**Run 1: M3 wires**

Bar = 20 um.
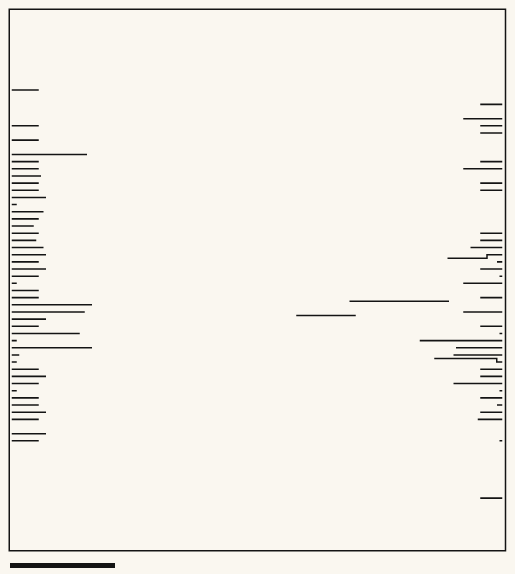
**Run 1: nets reached from selected ports**

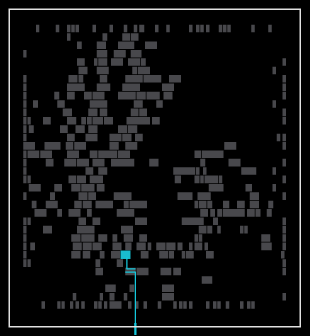
**Run 1: gate-type map**

Bar = 20 um.
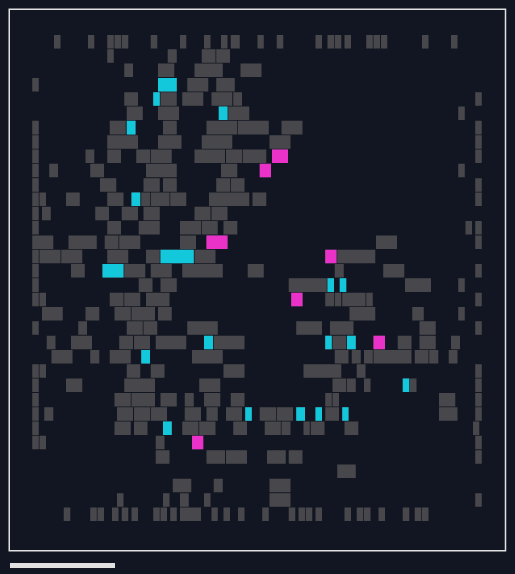
[src/rtl/hazard_ctrl_if.sv]
// Hazard controller bundle: pipeline register fields in, stage controls out.
// Controller takes the master side; the pipeline datapath takes the slave side.
interface hazard_ctrl_if #(
  parameter int REG_W = 5,
  parameter int CNT_W = 32
);
  logic [REG_W-1:0] id_rn;
  logic [REG_W-1:0] id_rm;
  logic             id_uses_rn;
  logic             id_uses_rm;
  logic [REG_W-1:0] ex_rn;
  logic [REG_W-1:0] ex_rm;
  logic [REG_W-1:0] ex_rd;
  logic             ex_memread;
  logic [REG_W-1:0] mem_rd;
  logic             mem_regwrite;
  logic [REG_W-1:0] wb_rd;
  logic             wb_regwrite;
  logic             branch_taken;
  logic             dmem_wait;

  logic             pc_en;
  logic             ifid_en;
  logic             idex_en;
  logic             exmem_en;
  logic             memwb_en;
  logic             idex_bubble;
  logic             ifid_flush;
  logic             idex_flush;
  logic             exmem_flush;
  logic [1:0]       forward_a;
  logic [1:0]       forward_b;
  logic             bypass_a;
  logic             bypass_b;
  logic [CNT_W-1:0] stall_cnt;
  logic [CNT_W-1:0] flush_cnt;
  logic [CNT_W-1:0] freeze_cnt;

  modport master (
    input  id_rn, id_rm, id_uses_rn, id_uses_rm,
    input  ex_rn, ex_rm, ex_rd, ex_memread,
    input  mem_rd, mem_regwrite,
    input  wb_rd, wb_regwrite,
    input  branch_taken, dmem_wait,
    output pc_en, ifid_en, idex_en,
    output exmem_en, memwb_en, idex_bubble,
    output ifid_flush, idex_flush, exmem_flush,
    output forward_a, forward_b,
    output bypass_a, bypass_b,
    output stall_cnt, flush_cnt, freeze_cnt
  );

  modport slave (
    output id_rn, id_rm, id_uses_rn, id_uses_rm,
    output ex_rn, ex_rm, ex_rd, ex_memread,
    output mem_rd, mem_regwrite,
    output wb_rd, wb_regwrite,
    output branch_taken, dmem_wait,
    input  pc_en, ifid_en, idex_en,
    input  exmem_en, memwb_en, idex_bubble,
    input  ifid_flush, idex_flush, exmem_flush,
    input  forward_a, forward_b,
    input  bypass_a, bypass_b,
    input  stall_cnt, flush_cnt, freeze_cnt
  );
endinterface

[src/rtl/hazard_ctrl.sv]
// Forwarding, load-use stall, branch flush and dmem freeze control.
// Define HAZARD_PERF_CNT_EN to build the saturating performance counters.
module hazard_ctrl #(
  parameter int REG_W           = 5,
  parameter int ZERO_REG        = 31,
  parameter int LU_STALL_CYCLES = 1,
  parameter int BR_STAGE        = 3,
  parameter int CNT_W           = 32
) (
  input  logic         clk,
  input  logic         rst,
  hazard_ctrl_if.master h
);

  typedef enum logic {RUN, LU_STALL} state_t;

  localparam logic [REG_W-1:0] ZR = REG_W'(ZERO_REG);
  localparam logic [2:0] LU_INIT = 3'(LU_STALL_CYCLES - 1);
  localparam bit MULTI  = LU_STALL_CYCLES > 1;
  localparam bit BR_MEM = BR_STAGE == 3;

  state_t     state;
  state_t     state_n;
  logic [2:0] lu_left;
  logic [2:0] left_n;

  logic       mem_ok;
  logic       wb_ok;
  logic       lu_hit;
  logic [1:0] fa;
  logic [1:0] fb;

  assign mem_ok = h.mem_regwrite && (h.mem_rd != ZR);
  assign wb_ok  = h.wb_regwrite && (h.wb_rd != ZR);

  assign lu_hit = h.ex_memread && (h.ex_rd != ZR) &&
                  ((h.id_uses_rn && h.ex_rd == h.id_rn) ||
                   (h.id_uses_rm && h.ex_rd == h.id_rm));

  // EX/MEM is the younger producer, so it beats WB
  always_comb begin
    fa = 2'b00;
    fb = 2'b00;
    if (mem_ok && h.mem_rd == h.ex_rn)     fa = 2'b10;
    else if (wb_ok && h.wb_rd == h.ex_rn)  fa = 2'b01;
    if (mem_ok && h.mem_rd == h.ex_rm)     fb = 2'b10;
    else if (wb_ok && h.wb_rd == h.ex_rm)  fb = 2'b01;
  end

  assign h.forward_a = rst ? fa : 2'b00;
  assign h.forward_b = rst ? fb : 2'b00;
  assign h.bypass_a  = rst && wb_ok && (h.wb_rd == h.id_rn);
  assign h.bypass_b  = rst && wb_ok && (h.wb_rd == h.id_rm);

  always_ff @(posedge clk) begin
    if (!rst) begin
      state   <= RUN;
      lu_left <= '0;
    end else begin
      state   <= state_n;
      lu_left <= left_n;
    end
  end

  always_comb begin
    state_n       = state;
    left_n        = lu_left;
    h.pc_en       = 1'b1;
    h.ifid_en     = 1'b1;
    h.idex_en     = 1'b1;
    h.exmem_en    = 1'b1;
    h.memwb_en    = 1'b1;
    h.idex_bubble = 1'b0;
    h.ifid_flush  = 1'b0;
    h.idex_flush  = 1'b0;
    h.exmem_flush = 1'b0;
    if (!rst) begin
      state_n = RUN;
      left_n  = '0;
    end else if (h.dmem_wait) begin
      h.pc_en    = 1'b0;
      h.ifid_en  = 1'b0;
      h.idex_en  = 1'b0;
      h.exmem_en = 1'b0;
      h.memwb_en = 1'b0;
    end else if (h.branch_taken) begin
      h.ifid_flush  = 1'b1;
      h.idex_flush  = 1'b1;
      h.exmem_flush = BR_MEM;
      state_n       = RUN;
      left_n        = '0;
    end else begin
      unique case (state)
        RUN: begin
          if (lu_hit) begin
            h.pc_en       = 1'b0;
            h.ifid_en     = 1'b0;
            h.idex_bubble = 1'b1;
            if (MULTI) begin
              state_n = LU_STALL;
              left_n  = LU_INIT;
            end
          end
        end
        LU_STALL: begin
          h.pc_en       = 1'b0;
          h.ifid_en     = 1'b0;
          h.idex_bubble = 1'b1;
          left_n        = lu_left - 3'd1;
          if (lu_left == 3'd1) state_n = RUN;
        end
        default: state_n = RUN;
      endcase
    end
  end

`ifdef HAZARD_PERF_CNT_EN
  localparam logic [CNT_W-1:0] CMAX = '1;

  logic [CNT_W-1:0] stall_q;
  logic [CNT_W-1:0] flush_q;
  logic [CNT_W-1:0] freeze_q;
  logic             freeze_cyc;

  assign freeze_cyc = rst && h.dmem_wait;

  always_ff @(posedge clk) begin
    if (!rst) begin
      stall_q  <= '0;
      flush_q  <= '0;
      freeze_q <= '0;
    end else begin
      if (h.idex_bubble && stall_q != CMAX)
        stall_q <= stall_q + CNT_W'(1);
      if (h.ifid_flush && flush_q != CMAX)
        flush_q <= flush_q + CNT_W'(1);
      if (freeze_cyc && freeze_q != CMAX)
        freeze_q <= freeze_q + CNT_W'(1);
    end
  end

  assign h.stall_cnt  = stall_q;
  assign h.flush_cnt  = flush_q;
  assign h.freeze_cnt = freeze_q;
`else
  assign h.stall_cnt  = {CNT_W{1'b0}};
  assign h.flush_cnt  = {CNT_W{1'b0}};
  assign h.freeze_cnt = {CNT_W{1'b0}};
`endif

endmodule
[src/flat_wrapper.sv]
// flat-port wrapper written by rule: the top's interface ports become plain ports
module hazard_ctrl_flat 
#(
  parameter int REG_W           = 5,
  parameter int ZERO_REG        = 31,
  parameter int LU_STALL_CYCLES = 1,
  parameter int BR_STAGE        = 3,
  parameter int CNT_W           = 32
)
  (clk, rst, h_id_rn, h_id_rm, h_id_uses_rn, h_id_uses_rm, h_ex_rn, h_ex_rm, h_ex_rd, h_ex_memread, h_mem_rd, h_mem_regwrite, h_wb_rd, h_wb_regwrite, h_branch_taken, h_dmem_wait, h_pc_en, h_ifid_en, h_idex_en, h_exmem_en, h_memwb_en, h_idex_bubble, h_ifid_flush, h_idex_flush, h_exmem_flush, h_forward_a, h_forward_b, h_bypass_a, h_bypass_b, h_stall_cnt, h_flush_cnt, h_freeze_cnt);
  hazard_ctrl_if #(.REG_W(REG_W), .CNT_W(CNT_W)) h_i ();
  input  logic clk;
  input  logic rst;
  input wire logic [$bits(h_i.id_rn)-1:0] h_id_rn;
  input wire logic [$bits(h_i.id_rm)-1:0] h_id_rm;
  input wire logic [$bits(h_i.id_uses_rn)-1:0] h_id_uses_rn;
  input wire logic [$bits(h_i.id_uses_rm)-1:0] h_id_uses_rm;
  input wire logic [$bits(h_i.ex_rn)-1:0] h_ex_rn;
  input wire logic [$bits(h_i.ex_rm)-1:0] h_ex_rm;
  input wire logic [$bits(h_i.ex_rd)-1:0] h_ex_rd;
  input wire logic [$bits(h_i.ex_memread)-1:0] h_ex_memread;
  input wire logic [$bits(h_i.mem_rd)-1:0] h_mem_rd;
  input wire logic [$bits(h_i.mem_regwrite)-1:0] h_mem_regwrite;
  input wire logic [$bits(h_i.wb_rd)-1:0] h_wb_rd;
  input wire logic [$bits(h_i.wb_regwrite)-1:0] h_wb_regwrite;
  input wire logic [$bits(h_i.branch_taken)-1:0] h_branch_taken;
  input wire logic [$bits(h_i.dmem_wait)-1:0] h_dmem_wait;
  output wire logic [$bits(h_i.pc_en)-1:0] h_pc_en;
  output wire logic [$bits(h_i.ifid_en)-1:0] h_ifid_en;
  output wire logic [$bits(h_i.idex_en)-1:0] h_idex_en;
  output wire logic [$bits(h_i.exmem_en)-1:0] h_exmem_en;
  output wire logic [$bits(h_i.memwb_en)-1:0] h_memwb_en;
  output wire logic [$bits(h_i.idex_bubble)-1:0] h_idex_bubble;
  output wire logic [$bits(h_i.ifid_flush)-1:0] h_ifid_flush;
  output wire logic [$bits(h_i.idex_flush)-1:0] h_idex_flush;
  output wire logic [$bits(h_i.exmem_flush)-1:0] h_exmem_flush;
  output wire logic [$bits(h_i.forward_a)-1:0] h_forward_a;
  output wire logic [$bits(h_i.forward_b)-1:0] h_forward_b;
  output wire logic [$bits(h_i.bypass_a)-1:0] h_bypass_a;
  output wire logic [$bits(h_i.bypass_b)-1:0] h_bypass_b;
  output wire logic [$bits(h_i.stall_cnt)-1:0] h_stall_cnt;
  output wire logic [$bits(h_i.flush_cnt)-1:0] h_flush_cnt;
  output wire logic [$bits(h_i.freeze_cnt)-1:0] h_freeze_cnt;
  assign h_i.id_rn = h_id_rn;
  assign h_i.id_rm = h_id_rm;
  assign h_i.id_uses_rn = h_id_uses_rn;
  assign h_i.id_uses_rm = h_id_uses_rm;
  assign h_i.ex_rn = h_ex_rn;
  assign h_i.ex_rm = h_ex_rm;
  assign h_i.ex_rd = h_ex_rd;
  assign h_i.ex_memread = h_ex_memread;
  assign h_i.mem_rd = h_mem_rd;
  assign h_i.mem_regwrite = h_mem_regwrite;
  assign h_i.wb_rd = h_wb_rd;
  assign h_i.wb_regwrite = h_wb_regwrite;
  assign h_i.branch_taken = h_branch_taken;
  assign h_i.dmem_wait = h_dmem_wait;
  assign h_pc_en = h_i.pc_en;
  assign h_ifid_en = h_i.ifid_en;
  assign h_idex_en = h_i.idex_en;
  assign h_exmem_en = h_i.exmem_en;
  assign h_memwb_en = h_i.memwb_en;
  assign h_idex_bubble = h_i.idex_bubble;
  assign h_ifid_flush = h_i.ifid_flush;
  assign h_idex_flush = h_i.idex_flush;
  assign h_exmem_flush = h_i.exmem_flush;
  assign h_forward_a = h_i.forward_a;
  assign h_forward_b = h_i.forward_b;
  assign h_bypass_a = h_i.bypass_a;
  assign h_bypass_b = h_i.bypass_b;
  assign h_stall_cnt = h_i.stall_cnt;
  assign h_flush_cnt = h_i.flush_cnt;
  assign h_freeze_cnt = h_i.freeze_cnt;
  hazard_ctrl #(.REG_W(REG_W), .ZERO_REG(ZERO_REG), .LU_STALL_CYCLES(LU_STALL_CYCLES), .BR_STAGE(BR_STAGE), .CNT_W(CNT_W)) u_core (.clk(clk), .rst(rst), .h(h_i));
endmodule
[config.mk]
export PLATFORM = sky130hd
export DESIGN_NAME = hazard_ctrl_flat
export DESIGN_NICKNAME = d
export VERILOG_FILES = /design/src/rtl/hazard_ctrl_if.sv /design/src/rtl/hazard_ctrl.sv /design/src/flat_wrapper.sv
export SDC_FILE = /design/constraint.sdc
export NUM_CORES = 1
export LEC_CHECK = 0
export CAP_MARGIN = 20
export CELL_PAD_IN_SITES_DETAIL_PLACEMENT = 0
export CELL_PAD_IN_SITES_GLOBAL_PLACEMENT = 1
export CORE_ASPECT_RATIO = 1.1
export CORE_MARGIN = 4
export CORE_UTILIZATION = 20
export DETAILED_ROUTE_END_ITERATION = 10
export HOLD_SLACK_MARGIN = 0.12
export PLACE_DENSITY_LB_ADDON = 0.2
export SLEW_MARGIN = 20
export SYNTH_ARGS = -nofsm -noshare
export SYNTH_HDL_FRONTEND = slang
export SYNTH_SLANG_ARGS = --single-unit
[constraint.sdc]
create_clock -name clk -period 1.7 [get_ports clk]
set_clock_uncertainty 0.05 [all_clocks]
set_input_delay 0.34 -clock clk [delete_from_list [all_inputs] [get_ports clk]]
set_output_delay 0.34 -clock clk [all_outputs]
set_load 0.02 [all_outputs]
==> impl.org, run 1 <==
#+TITLE: Flow metrics

** Setup path
- R2r setup slk :: approximately 560 ps
- Kind of start point of the critical path :: primary input
- Looking at the critical path, the highest net fanout was 3.
- Worst reg2reg path startpoint :: u_core.lu_left[0]$_SDFFE_PN0P_
- Number of stages on the worst setup path :: 6
- Cells along the critical path :: buf_8 -> buf_6 -> xor2_1 -> or4_4 -> nor4_4 -> buf_4

** Status
- Violated checks :: negative setup slack
- The flow ran to the end, but the final reports show violations.

** Clock network
- Per the CTS log, the buffer count on the longest clock path is 2.
- TritonCTS Buffers :: 3

** Drt
- Using the TritonRoute via totals, the vias-per-cell ratio works out to 3.25.
- 1st-pass router iterations :: 4

** Synth
- Share of synthesized area occupied by flip-flops and latches :: 0.0492
- Cell type with the largest total area after synthesis :: sky130_fd_sc_hd__buf_4
- The synth_stat.txt file lists the number of cells as 212.
- Fraction of the mapped netlist area in adder cells :: 0.0154
- Average instance area after synthesis :: 7.67 um2
- Unique cell types :: 28
- XOR/XNOR Fraction of Synth Area :: 0.215
- Main logic family after synthesis :: buffers and inverters
- Synth Area in Compound Gates :: 0.0677
- In the synthesized netlist the dominant register cell turns out to be sky130_fd_sc_hd__dfxtp_1.

** STA
- Once routing completed, OpenROAD measured the worst setup slack at -236 ps.
- Hold Fails Final Rpt :: 0
- Setup violations remaining at the end of the flow were counted as 8.
- Minimum clock period after layout :: 1940 ps
- Max-slew check failures listed in the final report amount to 0.
- Setup repair after global routing could not meet its margin everywhere.

** Floorplanning
- Die outline area :: 9640 um2
- Die height :: 103 um
- Die X-Extent :: 94.0 um

** Run
- Across the run, the number of max-cap violations was 0.
- Tally of OpenROAD warnings :: 30

** Layout
- In this run the layout overhead on the synthesized area is reported as 44.3%.
- Of the cells placed in the final design, the portion with a size suffix greater than 1 is 0.389.
- Number of nets in the layout :: 351

** Placed design
- Placed Instances :: around 400
- # port buffers :: 58

** Hold path
- Tightest Hold Check Type :: flop to flop
- In the hold report, the worst path ends at u_core.lu_left[1]$_SDFFE_PN0P_.

** Power and ir drop
- Leakage power total :: about 1.2 nW
Back to the opening pictures, 'M3 wires':
main direction = horizontal
longest straight run = 18.6 um
nets with wire on the layer = 78
wire length on this layer = 439 um
met3 capacity usage during global routing: 0.0212
total via count after detailed routing: 1335

Back to the opening pictures, 'nets reached from selected ports':
h_id_uses_rn -> cyan  # bits 1, direction input, edge bottom, end cells 1, buffers 1, wire 26.9 um

Back to the opening pictures, 'gate-type map':
AND and OR gates -> magenta  # cells 7
NAND gates -> cyan  # cells 19
final instance count without filler cells: 411
multi-input gate share of the layout cell area: 0.518
leading cell type in the layout, fill and taps excluded: sky130_fd_sc_hd__conb_1

-- run 1: area by class of cell --
type | instances | area [um2]
multi-input combinational | 192 | 1220
sequential | 4 | 80.1
fill | 895 | 5570
inverter | 4 | 15.0
tap | 108 | 135
clock buffer | 3 | 41.3
timing repair buffer | 100 | 860
-- run 1: flip-flops by register name, summed over array words and instances, names as in the netlist --
name,count
u_core.lu_left,3
u_core.state,1
-- run 1: where the power goes --
part | switching (mW) | internal (mW) | leakage, nW
clock network | 0.0507 | 0.151 | 0.0216
registers | 0 | 0.0945 | 0.0322
logic | 0.358 | 0.226 | 1.12
total | 0.409 | 0.472 | 1.17
-- run 1: per-layer routing --
metal / vias to the layer above / wire [um] / track usage
met2: 79 / 2180 / 0.134
li1: 662 / - / -
met5: - / 0 / 0
met1: 592 / 1600 / 0.0923
met3: 2 / 439 / 0.0212
met4: 0 / 8 / 0.0100
-- run 1: cell usage in the layout (no fill, tap or decap), types with 2 or more instances in the layout --
| master | count |
|---|---|
| sky130_fd_sc_hd__a21oi_1 | 2 |
| sky130_fd_sc_hd__and2_1 | 4 |
| sky130_fd_sc_hd__buf_2 | 18 |
| sky130_fd_sc_hd__buf_4 | 37 |
| sky130_fd_sc_hd__buf_6 | 26 |
| sky130_fd_sc_hd__buf_8 | 2 |
| sky130_fd_sc_hd__clkbuf_8 | 3 |
| sky130_fd_sc_hd__clkdlybuf4s15_1 | 3 |
| sky130_fd_sc_hd__clkdlybuf4s15_2 | 5 |
| sky130_fd_sc_hd__clkdlybuf4s50_1 | 3 |
| sky130_fd_sc_hd__conb_1 | 96 |
| sky130_fd_sc_hd__dfxtp_1 | 4 |
| sky130_fd_sc_hd__dlygate4sd2_1 | 6 |
| sky130_fd_sc_hd__ha_1 | 2 |
| sky130_fd_sc_hd__inv_1 | 4 |
| sky130_fd_sc_hd__nand2_1 | 8 |
| sky130_fd_sc_hd__nand3_1 | 8 |
| sky130_fd_sc_hd__nor2_1 | 3 |
| sky130_fd_sc_hd__nor4_2 | 5 |
| sky130_fd_sc_hd__o2111ai_1 | 2 |
| sky130_fd_sc_hd__o21ai_0 | 4 |
| sky130_fd_sc_hd__xnor2_1 | 7 |
| sky130_fd_sc_hd__xnor2_2 | 9 |
| sky130_fd_sc_hd__xor2_1 | 22 |
| sky130_fd_sc_hd__xor2_2 | 2 |
-- run 1: metrics by stage --
step	power, mW	hold WS, ps	setup slack (ps)	utilization
final	0.881	509	-236	0.297
after CTS	0.862	518	-261	0.284
after global routing	0.945	542	-292	0.297
after detailed placement	0.644	509	-1120	0.275
after global placement	0.646	501	-1120	0.275
after floorplan	0.600	411	-139	-
-- run 1: kinds of logic (layout without fill, tap and decap cells) --
kind of cell               after synthesis  in the layout
buffers and inverters                  111            107
xor gates and xnor gates                40             40
and+or+nand+nor                         39             39
AOI/OAI and AO/OA                       15             15
DFF                                      4              4
adders and majority gates                2              2
other                                    1             96
-- run 1: timing repair --
| item | CTS | global route |
|---|---|---|
| pin swaps | 33 | 15 |
| setup buffers | 0 | 4 |
| setup endpoints to repair | 15 | 11 |
| hold buffers | 0 | 0 |
| gates cloned | 0 | 0 |
| gates resized | 247 | 21 |
==> inputs of run 2 (changes only) <==
- CTS_CLUSTER_SIZE: not set -> 12
**Run 2: cell outlines without signal wires**

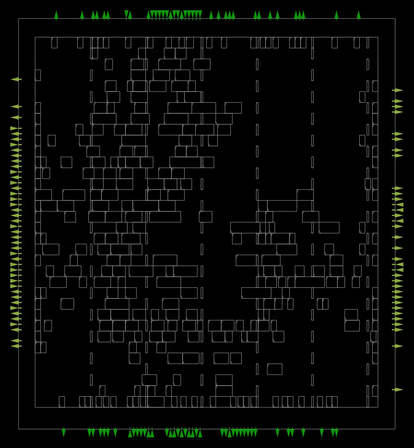
flip-flop and latch share of the layout cell area: 0.0341
Taps Inserted: 108

==> run 2 against run 1 <==
  * Routed wire length did not move
  * Sequential power barely moved
  * Die size did not move
  * Synthesized cell count did not move
  * The flow still finishes with violations (negative setup slack)
  * Clock-buffer cell count did not move
  * Largest cell class unchanged
==> impl.org, run 2 <==
#+TITLE: Flow metrics

** Status
- Status :: complete, but fails checks
- The final reports fail on negative setup slack.

** Layout
- The fraction of layout instances using a drive strength above 1 is 0.389 (unchanged).
- Sequential cell area :: 80.1 um2 (unchanged)
- The layout-stage area growth over the synthesis result came to 44.3% (unchanged).
- Most instantiated logic cells after routing :: sky130_fd_sc_hd__conb_1 (96), sky130_fd_sc_hd__buf_4 (37), sky130_fd_sc_hd__buf_6 (26)
- Registers with the most flip-flops :: u_core.lu_left (3), u_core.state (1)
- Comb. cell area :: 1220 um2 (unchanged)
- Largest register FFs :: 3 (unchanged)
- Most flops, register :: u_core.lu_left
- The number of fillers in the final layout is 895 (unchanged).
- The number of nets in the layout came to 351 (unchanged).
- Leaving out fill and tap cells, the most frequent cell in the layout is sky130_fd_sc_hd__conb_1.

** STA
- Final hold slack :: 509 ps (unchanged)
- The total count of hold-check failures in the final report came to 0 (unchanged).
- The final setup slack of the worst path is -236 ps (unchanged).
- The shortest period the worst path allows came to 1940 ps (unchanged).
- Setup-violating endpoint count in the final report :: 8 (unchanged)
- The final-report max-slew violation count came to 0 (unchanged).
- Setup repair after global routing missed its margin :: yes

** Drt
- Total via count after detailed routing :: 1335 (unchanged)
- DRT antenna net count :: 0
- The via-per-instance ratio came to 3.25 (unchanged).
- The number of detailed-route iterations in the first pass was 4 (unchanged).

** Floorplanning
- The overall die width came to 94.0 um (unchanged).
- The die outline area was 9640 um2 (unchanged).
- The die extent in y came to 103 um (unchanged).

** Synth
- The register area share after synthesis came to 0.0492 (unchanged).
- Cell type with the largest total area after synthesis :: sky130_fd_sc_hd__buf_4
- Unique cell types :: 28 (unchanged)
- Top FF cell, synth :: sky130_fd_sc_hd__dfxtp_1
- Ys cells :: 212 (unchanged)
- Average instance area after synthesis :: 7.67 um2 (unchanged)

** Setup path
- Largest fanout on the critical path :: 3 (unchanged)
- Worst reg2reg path startpoint :: u_core.lu_left[0]$_SDFFE_PN0P_

** Run
- Tally of OpenROAD warnings :: 30 (unchanged)
- Maxcap violations :: 0 (unchanged)

** Clock network
- Clock-pin slew on the worst setup and hold paths :: approximately 30 ps
- TritonCTS Buffers :: 3 (unchanged)
- The number of buffers added to fix hold violations after cts was 0 (unchanged).
- Buffer depth of the longest clock path :: 2 (unchanged)

** Power and ir drop
- The combinational fraction of design power came to 0.664 (about the same).
- Clock share of power :: 0.229 (about the same)
- The power share of the sequential group is 0.107 (about the same).
- Cell Int Power :: 472 uW (unchanged)
- The leakage power came to 1.17 nW (unchanged).
- The net switching power was 409 uW (unchanged).
- The switching share of total power is 0.464 (unchanged).

** Hold path
- STA reports the tightest min-delay check as being of type flop to flop.

** Placed design
- The post-placement setup slack came to -1120 ps (unchanged).
- The number of input and output port buffers inserted was 58 (unchanged).
**Run 2: local utilization**

The die is cut into 9 by 10 equal tiles; black is low, pale yellow is high, 0 to 100% covered.
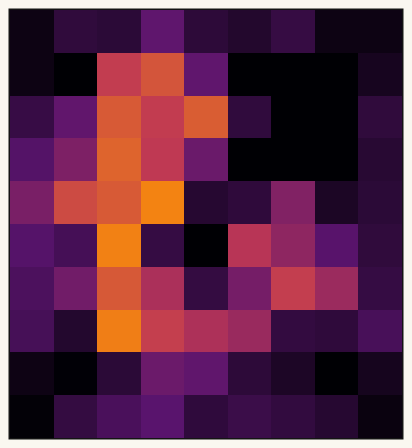
mean over tiles = 23%
nearly empty tiles = 14%
fullest tile = 72%
densest ninth of the die = middle left
emptiest ninth of the die = upper right
Final Core Density: 0.297
standard cell core area: 7910 um2
core utilization before placement: 0.206

[run 2: worst paths after layout]
check             cells past startpoint                              to  slack (ps)
setup reg to reg                      6  u_core.lu_left[2]$_SDFFE_PN0P_         560
hold / removal                        3  u_core.lu_left[1]$_SDFFE_PN0P_         510
setup / recovery                      6                  h_forward_b[0]        -240
hold reg to reg                       3  u_core.lu_left[1]$_SDFFE_PN0P_         510
[run 2: metrics by stage]
stage / power (mW) / std cells / TNS (ps) / utilization
floorplan: 0.600 / 307 / -417 / -
global placement: 0.646 / 404 / -12580 / 0.275
detailed placement: 0.644 / 404 / -12480 / 0.275
CTS: 0.862 / 407 / -692 / 0.284
global route: 0.945 / 411 / -1290 / 0.297
finish: 0.881 / 411 / -750 / 0.297
[run 2: what timing repair did]
item / CTS / global route
cloned: 0 / 0
buffers inserted: 0 / 4
gates resized: 247 / 21
endpoints found under the setup margin: 15 / 11
pin swaps: 33 / 15
endpoints found under the hold margin: 0 / 0
[run 2: cell type report]
cell class                 count  share of cell area
multi-input combinational    192               0.518
timing repair buffer         100               0.366
inverter                       4             0.00640
sequential                     4              0.0341
tap                          108              0.0576
clock buffer                   3              0.0176
[run 2: critical path, cell delays in order]
cell and delay (ps):
sky130_fd_sc_hd__buf_8 100, sky130_fd_sc_hd__buf_6 110, sky130_fd_sc_hd__xor2_1 150, sky130_fd_sc_hd__or4_4 540, sky130_fd_sc_hd__nor4_4 130, sky130_fd_sc_hd__buf_4 180
[run 2: power groups by stage]
stage	combinational, mW	clock (mW)	sequential, mW
after CTS	0.556	0.212	0.0944
final	0.585	0.202	0.0945
after global routing	0.627	0.224	0.0943
after global placement	0.550	0	0.0958
after floorplan	0.504	0	0.0958
after detailed placement	0.549	0	0.0958
[run 2: per-layer routing]
metal / track usage / up-vias / share of wire
met2: 0.134 / 79 / 0.52
li1: - / 662 / -
met3: 0.0212 / 2 / 0.10
met1: 0.0923 / 592 / 0.38
met5: 0 / - / 0
met4: 0.0100 / 0 / 0.0019
[run 2: cell families (layout without fill, tap and decap cells)]
group,Yosys count,in the layout,synth area share
adder cells (fa/ha/maj),2,2,0.0154
buffers and inverters,111,107,0.510
XOR/XNOR,40,40,0.215
AND/OR/NAND/NOR,39,39,0.140
AND-OR/OR-AND,15,15,0.0677
other,1,96,0.00231
flip-flops,4,4,0.0492
Power is estimated from default activity; no workload was simulated.
